**Run 1: logic cells by family**

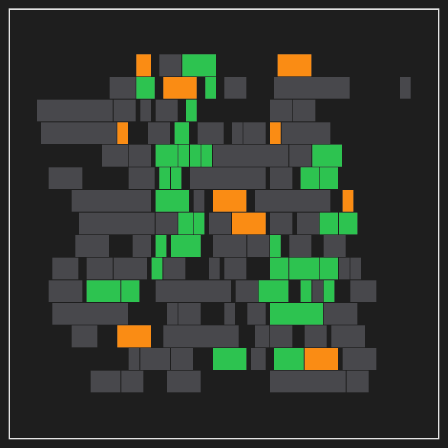
**Run 1: placement by cell class**

Bar = 20 um.
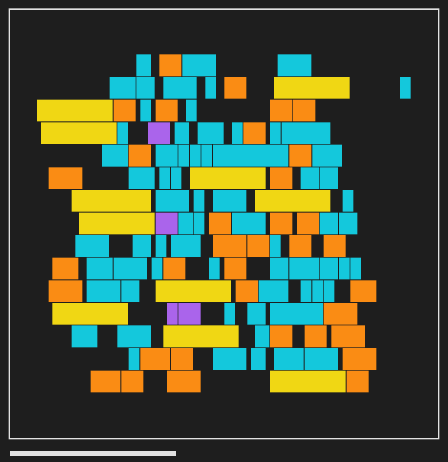
**Run 1: where the registers sit**

Bar = 20 um.
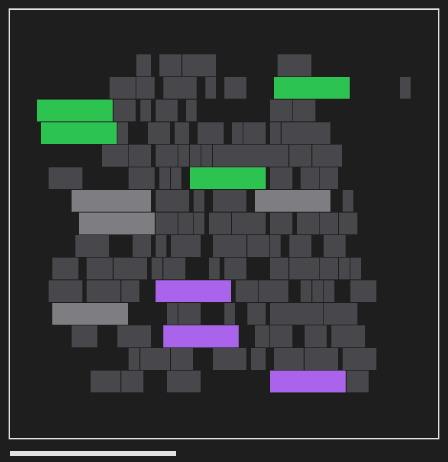
`src/rtl/clk_mux_switch_ctrl_pkg.sv`:
```
// ---------------------------------------------------------------------------
// clk_mux_switch_ctrl_pkg
//
// Shared definitions for the glitch-free clock mux switch controller:
//   - state_e          : controller FSM states
//   - Def*             : default values for the controller parameters
//   - cnt_width()      : bit width needed to hold a count of 0..max_count
//
// The optional wait-state timeout is enabled with the macro
// CLK_MUX_SWITCH_CTRL_TIMEOUT_EN (see clk_mux_switch_ctrl.sv).
// ---------------------------------------------------------------------------
package clk_mux_switch_ctrl_pkg;

    typedef enum logic [2:0] {
        ST_IDLE     = 3'd0,
        ST_GATE_OFF = 3'd1,
        ST_SWITCH   = 3'd2,
        ST_GATE_ON  = 3'd3,
        ST_DONE     = 3'd4
    } state_e;

    localparam int unsigned DefSettleCycles  = 8;
    localparam int unsigned DefTimeoutCycles = 256;
    localparam logic        DefResetSel      = 1'b0;

    // Always returns at least 1 so a zero-width counter is never built.
    function automatic int unsigned cnt_width(input int unsigned max_count);
        return (max_count < 1) ? 1 : $clog2(max_count + 1);
    endfunction

endpackage

```
`src/rtl/clk_mux_switch_ctrl_cnt.sv`:
```
// ---------------------------------------------------------------------------
// clk_mux_switch_ctrl_cnt
//
// Loadable saturating down-counter used for both the settle interval and
// the wait-state timeout of the clock mux switch controller.
//
// Ports:
//   clk_i      in   controller clock
//   rst_ni     in   asynchronous active-low reset, clears the count
//   load_i     in   load load_val_i (has priority over en_i)
//   load_val_i in   value loaded when load_i is high
//   en_i       in   decrement by one while the count is non-zero
//   expired_o  out  count has reached zero
// ---------------------------------------------------------------------------
module clk_mux_switch_ctrl_cnt #(
    parameter int unsigned Width = 8
) (
    input  logic             clk_i,
    input  logic             rst_ni,
    input  logic             load_i,
    input  logic [Width-1:0] load_val_i,
    input  logic             en_i,
    output logic             expired_o
);

    logic [Width-1:0] count_q;

    // Stops at zero so an enable held past expiry cannot wrap around.
    always_ff @(posedge clk_i or negedge rst_ni) begin
        if (!rst_ni) begin
            count_q <= '0;
        end else if (load_i) begin
            count_q <= load_val_i;
        end else if (en_i && (count_q != '0)) begin
            count_q <= count_q - Width'(1);
        end
    end

    assign expired_o = (count_q == '0);

endmodule

```
`src/rtl/clk_mux_switch_ctrl.sv`:
```
// ---------------------------------------------------------------------------
// clk_mux_switch_ctrl
//
// Sequences a glitch-free switch of a clock mux: the downstream clock gate is
// closed, the mux select is changed, a settle interval is waited out and the
// gate is reopened. Runs on an always-on clock independent of the muxed
// clocks. A request whose target equals the current select completes at once.
//
// Parameters:
//   SettleCycles   cycles spent in SWITCH before reopening the gate (1..255)
//   TimeoutCycles  maximum wait for gate status per wait state (2..65535)
//   ResetSel       select value driven out of reset
//
// Ports:
//   clk_i          in   always-on controller clock
//   rst_ni         in   asynchronous active-low reset
//   req_i          in   switch request (level, held until ack_o)
//   req_sel_i      in   target select, sampled when a request is accepted
//   ack_o          out  one-cycle completion pulse
//   busy_o         out  controller not idle
//   sel_o          out  registered select to the clock mux
//   gate_en_o      out  clock gate enable, 1 = clock running
//   gate_status_i  in   gate status synchronised to clk_i, 1 = clock running
//   err_o          out  sticky timeout error
//
// Build option:
//   CLK_MUX_SWITCH_CTRL_TIMEOUT_EN  when defined, GATE_OFF and GATE_ON give
//   up after TimeoutCycles and set err_o. When undefined both wait states
//   wait indefinitely, err_o is tied low and no timeout counter exists.
// ---------------------------------------------------------------------------
module clk_mux_switch_ctrl
    import clk_mux_switch_ctrl_pkg::*;
#(
    parameter int unsigned SettleCycles  = DefSettleCycles,
    parameter int unsigned TimeoutCycles = DefTimeoutCycles,
    parameter logic        ResetSel      = DefResetSel
) (
    input  logic clk_i,
    input  logic rst_ni,
    input  logic req_i,
    input  logic req_sel_i,
    output logic ack_o,
    output logic busy_o,
    output logic sel_o,
    output logic gate_en_o,
    input  logic gate_status_i,
    output logic err_o
);

    localparam int unsigned    SettleW    = cnt_width(SettleCycles);
    localparam logic [SettleW-1:0] SettleLoad = SettleW'(SettleCycles - 1);

    if ((SettleCycles < 1) || (SettleCycles > 255)) begin : g_bad_settle
        $error("SettleCycles out of range 1..255");
    end
    if ((TimeoutCycles < 2) || (TimeoutCycles > 65535)) begin : g_bad_timeout
        $error("TimeoutCycles out of range 2..65535");
    end

    state_e state_q, state_d;
    logic   sel_q, sel_d;
    logic   target_q, target_d;
    logic   gate_en_q, gate_en_d;
    logic   ack_q, ack_d;
    logic   state_entry;
    logic   settle_expired;

    // Every state change reloads the counters; only SWITCH loads a
    // non-zero settle count, so other states see the counter cleared.
    assign state_entry = (state_d != state_q);

    clk_mux_switch_ctrl_cnt #(
        .Width (SettleW)
    ) u_settle_cnt (
        .clk_i      (clk_i),
        .rst_ni     (rst_ni),
        .load_i     (state_entry),
        .load_val_i ((state_d == ST_SWITCH) ? SettleLoad : '0),
        .en_i       (state_q == ST_SWITCH),
        .expired_o  (settle_expired)
    );

`ifdef CLK_MUX_SWITCH_CTRL_TIMEOUT_EN
    localparam int unsigned     TimeoutW    = cnt_width(TimeoutCycles);
    localparam logic [TimeoutW-1:0] TimeoutLoad = TimeoutW'(TimeoutCycles - 1);

    logic timeout_expired;
    logic err_set;
    logic err_q;
    logic in_wait_q;
    logic in_wait_d;

    assign in_wait_q = (state_q == ST_GATE_OFF) || (state_q == ST_GATE_ON);
    assign in_wait_d = (state_d == ST_GATE_OFF) || (state_d == ST_GATE_ON);

    clk_mux_switch_ctrl_cnt #(
        .Width (TimeoutW)
    ) u_timeout_cnt (
        .clk_i      (clk_i),
        .rst_ni     (rst_ni),
        .load_i     (state_entry),
        .load_val_i (in_wait_d ? TimeoutLoad : '0),
        .en_i       (in_wait_q),
        .expired_o  (timeout_expired)
    );

    // Sticky: only reset clears a timeout error.
    always_ff @(posedge clk_i or negedge rst_ni) begin
        if (!rst_ni) begin
            err_q <= 1'b0;
        end else if (err_set) begin
            err_q <= 1'b1;
        end
    end

    assign err_o = err_q;
`else
    assign err_o = 1'b0;
`endif

    // Next-state logic. The status input takes priority over a timeout that
    // expires in the same cycle, so a late-but-valid response still wins.
    always_comb begin
        state_d  = state_q;
        target_d = target_q;
        sel_d    = sel_q;
`ifdef CLK_MUX_SWITCH_CTRL_TIMEOUT_EN
        err_set  = 1'b0;
`endif
        case (state_q)
            ST_IDLE: begin
                if (req_i) begin
                    if (req_sel_i == sel_q) begin
                        state_d = ST_DONE;
                    end else begin
                        target_d = req_sel_i;
                        state_d  = ST_GATE_OFF;
                    end
                end
            end
            ST_GATE_OFF: begin
                if (!gate_status_i) begin
                    state_d = ST_SWITCH;
                    sel_d   = target_q;
                end
`ifdef CLK_MUX_SWITCH_CTRL_TIMEOUT_EN
                else if (timeout_expired) begin
                    err_set = 1'b1;
                    state_d = ST_GATE_ON;
                end
`endif
            end
            ST_SWITCH: begin
                if (settle_expired) begin
                    state_d = ST_GATE_ON;
                end
            end
            ST_GATE_ON: begin
                if (gate_status_i) begin
                    state_d = ST_DONE;
                end
`ifdef CLK_MUX_SWITCH_CTRL_TIMEOUT_EN
                else if (timeout_expired) begin
                    err_set = 1'b1;
                    state_d = ST_DONE;
                end
`endif
            end
            ST_DONE: begin
                state_d = ST_IDLE;
            end
            default: begin
                state_d = ST_IDLE;
            end
        endcase

        // Outputs are decoded from the next state and registered so the
        // clock gate and mux never see decode glitches.
        gate_en_d = !((state_d == ST_GATE_OFF) || (state_d == ST_SWITCH));
        ack_d     = (state_d == ST_DONE);
    end

    always_ff @(posedge clk_i or negedge rst_ni) begin
        if (!rst_ni) begin
            state_q   <= ST_IDLE;
            sel_q     <= ResetSel;
            target_q  <= ResetSel;
            gate_en_q <= 1'b1;
            ack_q     <= 1'b0;
        end else begin
            state_q   <= state_d;
            sel_q     <= sel_d;
            target_q  <= target_d;
            gate_en_q <= gate_en_d;
            ack_q     <= ack_d;
        end
    end

    assign sel_o     = sel_q;
    assign gate_en_o = gate_en_q;
    assign ack_o     = ack_q;
    assign busy_o    = (state_q != ST_IDLE);

endmodule

```
`config.mk`:
```
export PLATFORM = sky130hd
export DESIGN_NAME = clk_mux_switch_ctrl
export DESIGN_NICKNAME = d
export VERILOG_FILES = /design/src/rtl/clk_mux_switch_ctrl_pkg.sv /design/src/rtl/clk_mux_switch_ctrl_cnt.sv /design/src/rtl/clk_mux_switch_ctrl.sv
export SDC_FILE = /design/constraint.sdc
export NUM_CORES = 1
export LEC_CHECK = 0
export ABC_AREA = 1
export CAP_MARGIN = 30
export CORE_MARGIN = 3
export CORE_UTILIZATION = 33
export DETAILED_ROUTE_END_ITERATION = 6
export GPL_ROUTABILITY_DRIVEN = 0
export PLACE_DENSITY = 0.53
export SYNTH_ARGS = -nofsm -noshare
export SYNTH_HDL_FRONTEND = slang
export SYNTH_SLANG_ARGS = --single-unit
```
`constraint.sdc`:
```
create_clock -name clk_i -period 1.3 [get_ports clk_i]
set_input_delay 0.39 -clock clk_i [delete_from_list [all_inputs] [get_ports clk_i]]
set_output_delay 0.39 -clock clk_i [all_outputs]
set_load 0.03 [all_outputs]
```
==> out/results.txt, run 1 <==
Status = finished, violations left
Failing checks = negative setup slack
Largest family of logic cells by area = simple AND/OR/NAND/NOR gates
Final-stage net count = 125
Number of slew-limit violations in the final report = 0
Most frequent cells after synthesis = sky130_fd_sc_hd__nand2_1, sky130_fd_sc_hd__dfrtp_1, sky130_fd_sc_hd__inv_1, sky130_fd_sc_hd__nand2_2, sky130_fd_sc_hd__nand3_1
Residual overflow from global routing = 0
Seq pwr = 0.611 mW
Worst voltage drop across the vdd grid = 1382 uV
Area of placed instances = 943.4 um2
Avg WL per Cell = 12.74 um
Share of layout cells above drive strength 1 = 58.47%
Fin Clk Skew = 0.004365 ns
Setup-failing EPs final = 7
Post-synthesis cell count from yosys = 80
Cell Int Power = 1.709 mW
FMAX = 0.6832 GHz
Main power-consuming group = combinational cells
Die Span X = 51.54 um
Core Box Area = 0.001839 mm2
Worst Hold Class = input port to async pin
Count of routing violations after the opening detailed-route iteration = 14
Number of standard cells after synthesis = 80
Final worst slack = -0.1638 ns
Power per standard cell area = 2813 mW/mm2
Fraction of area in clock buffers and inverters = 2.346%
Met1 track demand over resource in global routing = 19.17%
Clock net power = 0.241 mW
Compound-cell area share of the yosys netlist = 4.388%
Total Routing Usage GR = 15.56%
Comb. cell area = 449.2 um2
Crit-path cells = buf_4, nand2_1, inv_1, nand2_2, nand2_2, nor2_4, nand3_2, nand2_4, nand2_4, nor2_4, nand2_1, nand2_1
Seq cells post-synth = 11
Num CTS Buffers = 3
Filler cell count = 176
Sequential group share of total power = 19.4%
Chip area = 0.002656 mm2
Vias per cell = 4.727
Uppermost layer routed = met4
Signal buffers share of area = 26.48%
Number of nets with antenna violations after detailed routing = 0
Final Critical Period = 1.464 ns
Fraction of post-synthesis cell area in the top cell type by area = 36.56%
Number of warnings in the stage logs = 29
Cell Count Post-Placement = 132
Setup crit start kind = flip-flop
Top cell type by total area after synthesis = sky130_fd_sc_hd__dfrtp_1
Worst-path cell with the longest stage delay = sky130_fd_sc_hd__dfrtp_1
Final routed wirelength across all metal layers = 1822 um
DRC violation count after routing = 0
Share of flip-flops with an asynchronous set or reset = 100.0%
Die Y = 51.54 um
Worst stage delay on the critical path = 0.39 ns
Global-route wire length before repair = 2960 um
Summed standard-cell area reported by yosys = 684.4 um2
Maximum number of pins on one net before global-route repair = 12
Flip-flops with a built-in enable = 0
Busiest layer in global routing = met2
Maximum count of clock buffers along a single path = 2
Final Hold Viols = 0
DR WL met3 = 108 um
Number of buffers added for setup after CTS = 1
Flip-flop count of the largest register, all copies and words added = 4
Critical path buffer and inverter count = 2
IO buf count = 8
Sink count of the clock tree = 11
H-tree levels = 1
Hold-fix buffers at CTS = 0
Post-layout period usage = 112.6%
GR Util met3 = 3.152%
# diodes = 0
Unique cell types = 24
Tapcells inserted = 25
Most frequently used flop master after synthesis = sky130_fd_sc_hd__dfrtp_1
Flop Count = 11
Clk slew on worst S/H paths = 0.08 ns
Init Core Util = 37.21%
Synth top area cells = sky130_fd_sc_hd__dfrtp_1, sky130_fd_sc_hd__nand2_1, sky130_fd_sc_hd__xor2_1
Mux contribution to synthesized area = 3.291%
Proportion of total power due to net switching = 45.76%
Synthesized netlist net count = 86
Launching element of the worst setup path = state_q[0]$_DFF_PN0_
-- 'logic cells by family' (at the start) --
orange -> NOR gates  # cells 10, most used nor2_4
green -> NAND gates  # cells 34, most used nand2_1
count of placed standard cells in the final layout, fillers left out: 143
most frequently placed logic cell in the final layout: sky130_fd_sc_hd__buf_4
logic share of the area: 40.11%

-- 'placement by cell class' (at the start) --
orange -> other buffers and delay cells  # cells 35
yellow -> flops  # cells 11
purple -> clock drivers and dummy loads  # cells 4
cyan -> combinational and other logic  # cells 68
fraction of the core area covered by cells at the end of the flow: 60.88%
finished layout cell area: 0.001120 mm2

-- 'where the registers sit' (at the start) --
purple -> `state_q`  # placed flops 3
green -> `u_settle_cnt.count_q`  # placed flops 4
not coloured = 4
sequential portion of the cell area: 24.69%
sequential cell area: 276.5 um2

**Run 1: metal layers overlaid**

Bar = 20 um. Only two layers are drawn.
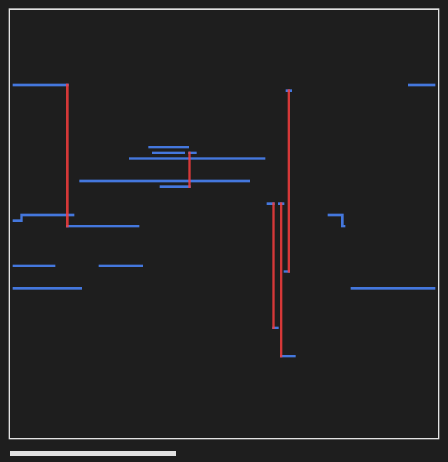

==> run 2, diff against run 1 <==
--- a/config.mk
+++ b/config.mk
@@ -7,11 +7,13 @@
 export LEC_CHECK = 0
 export ABC_AREA = 1
 export CAP_MARGIN = 30
+export CELL_PAD_IN_SITES_DETAIL_PLACEMENT = 1
+export CELL_PAD_IN_SITES_GLOBAL_PLACEMENT = 1
 export CORE_MARGIN = 3
 export CORE_UTILIZATION = 33
 export DETAILED_ROUTE_END_ITERATION = 6
 export GPL_ROUTABILITY_DRIVEN = 0
-export PLACE_DENSITY = 0.53
+export PLACE_DENSITY = 0.67
 export SYNTH_ARGS = -nofsm -noshare
 export SYNTH_HDL_FRONTEND = slang
 export SYNTH_SLANG_ARGS = --single-unit
**Run 2: metal layers overlaid**

Bar = 20 um. Only two layers are drawn.
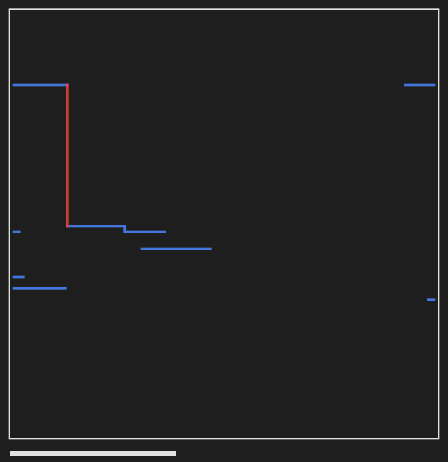
blue -> metal 3  # wire length 39.3 um
red -> metal 4  # wire length 17.0 um
Avg WL per Cell: 14.66 um
total number of vias: 650
Total Routing Usage GR: 17.99%
final routed wirelength across all metal layers: 2053 um

**Run 2: logic cells by family**

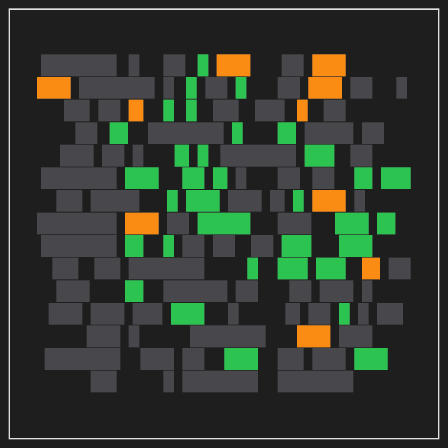
orange -> NOR gates  # cells 10, most used nor2_4
green -> NAND gates  # cells 34, most used nand2_1
logic share of the area: 43.14%
count of placed standard cells in the final layout, fillers left out: 140

**Run 2: routing congestion**

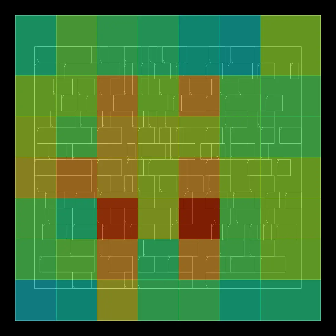
busiest layer in global routing: met2
met1 track demand over resource in global routing: 21.70%
fraction of the core area covered by cells at the end of the flow: 62.93%
met2 capacity usage during global routing: 32.20%

==> run 2 against run 1 <==
Compared with the run above: the run still ends with negative setup slack left; clock power fell by 4%; flip-flop count did not move; combinational power rose by 5%; critical path type unchanged; highest routed layer unchanged.
==> out/results.txt, run 2 <==
H-tree levels = 1 (unchanged)
Share of flip-flops with an asynchronous set or reset = 100.0% (unchanged)
Setup crit start kind = flip-flop
Final-stage net count = 122 (-2.4%)
Top cell type by total area after synthesis = sky130_fd_sc_hd__dfrtp_1
Flop Count = 11 (unchanged)
Failing checks = negative setup slack
Number of standard cells after synthesis = 80 (unchanged)
Sequential fraction of the synthesis area = 40.40%
Maximum number of pins on one net before global-route repair = 12 (unchanged)
Synthesized netlist net count = 86 (unchanged)
Num CTS Buffers = 3 (unchanged)
Count of routing violations after the opening detailed-route iteration = 4 (-10)
Origin of the critical flop-to-flop path = state_q[0]$_DFF_PN0_
Number of buffers added for setup after CTS = 5 (+4)
Residual overflow from global routing = 0 (unchanged)
Number of nets with antenna violations after detailed routing = 0 (unchanged)
Filler cell count = 219 (+24%)
Area fraction in full adders, half adders and majority gates = 1.828%
Uppermost layer routed = met4
Comb. cell area = 499.2 um2 (+11%)
Die Y = 51.54 um (unchanged)
Maximum count of clock buffers along a single path = 2 (unchanged)
Seq cells post-synth = 11 (unchanged)
Fraction of area in clock buffers and inverters = 2.270% (-0.076 points)
Fin Clk Skew = 0.003804 ns (-0.0005608 ns)
Status = finished, violations left
Power per standard cell area = 2803 mW/mm2 (-0.34%)
Critical path buffer and inverter count = 2 (unchanged)
DR WL met3 = 39 um (-64%)
Proportion of total power due to net switching = 47.60% (+1.8 points)
Sequential group share of total power = 18.7% (-0.7 points)
Sequential portion of the cell area = 23.89% (-0.80 points)
Main power-consuming group = combinational cells
Crit-path cells = buf_6, nand2_4, inv_2, nand2_4, nand2_4, nor2_4, nand3_2, nand2_4, nand2_4, nor2_4, nand2_1, nand2_1
Final Hold Viols = 0 (unchanged)
Init Core Util = 37.21% (unchanged)
Unique cell types = 24 (unchanged)
Setup-failing EPs final = 7 (unchanged)
Cells resized by post-CTS repair = 28
Die Span X = 51.54 um (unchanged)
Crit path capture = u_settle_cnt.count_q[1]$_DFFE_PN0P_
IO buf count = 8 (unchanged)
GR Util met3 = 2.579% (-0.57 points)
Met1 wire length = 908 um
Seq pwr = 0.608 mW (about the same)
Hold-fix buffers at CTS = 0 (unchanged)
Number of warnings in the stage logs = 29 (unchanged)
Largest family of logic cells by area = simple AND/OR/NAND/NOR gates
Synth top area cells = sky130_fd_sc_hd__dfrtp_1, sky130_fd_sc_hd__nand2_1, sky130_fd_sc_hd__xor2_1
Compound-cell area share of the yosys netlist = 4.388% (unchanged)
Final Critical Period = 1.476 ns (+0.01238 ns)
Most frequent cells after synthesis = sky130_fd_sc_hd__nand2_1, sky130_fd_sc_hd__dfrtp_1, sky130_fd_sc_hd__inv_1, sky130_fd_sc_hd__nand2_2, sky130_fd_sc_hd__nand3_1
Flip-flop count of the largest register, all copies and words added = 4 (unchanged)
Cell Count Post-Placement = 131 (-0.76%)
Final worst slack = -0.1762 ns (-0.01238 ns)
# diodes = 0 (unchanged)
Worst voltage drop across the vdd grid = 1482 uV (+7.2%)
Summed standard-cell area reported by yosys = 684.4 um2 (unchanged)
Clk slew on worst S/H paths = 0.07 ns (about the same)
Fraction of post-synthesis cell area in the top cell type by area = 36.56% (unchanged)
Signal buffers share of area = 24.32% (-2.2 points)
Cell Int Power = 1.700 mW (-0.50%)
Area of placed instances = 935.9 um2 (-0.80%)
Most frequently used flop master after synthesis = sky130_fd_sc_hd__dfrtp_1
Pleak = 0.5787 nW
Post-synthesis cell count from yosys = 80 (unchanged)
FMAX = 0.6774 GHz (-0.84%)
Finished layout cell area = 0.001157 mm2 (+3.4%)
Amount of wire on met2 after detailed routing = 1088 um
Sink count of the clock tree = 11 (unchanged)
Worst Hold Class = input port to async pin
Mux contribution to synthesized area = 3.291% (unchanged)
Core Box Area = 0.001839 mm2 (unchanged)
Flip-flops with a built-in enable = 0 (unchanged)
Chip area = 0.002656 mm2 (unchanged)
Launching element of the worst setup path = state_q[0]$_DFF_PN0_
Clock net power = 0.231 mW (-4%)
Vias per cell = 4.643 (-1.8%)
Worst stage delay on the critical path = 0.41 ns (+0.02 ns)
Worst-path cell with the longest stage delay = sky130_fd_sc_hd__dfrtp_1
Endpoint required time on the critical path = 1.50 ns
Sequential cell area = 276.5 um2 (unchanged)
Most frequently placed logic cell in the final layout = sky130_fd_sc_hd__buf_4
Number of slew-limit violations in the final report = 0 (unchanged)
Share of layout cells above drive strength 1 = 61.74% (+3.3 points)
No activity file was given, so power comes from the tool's default toggle rates.
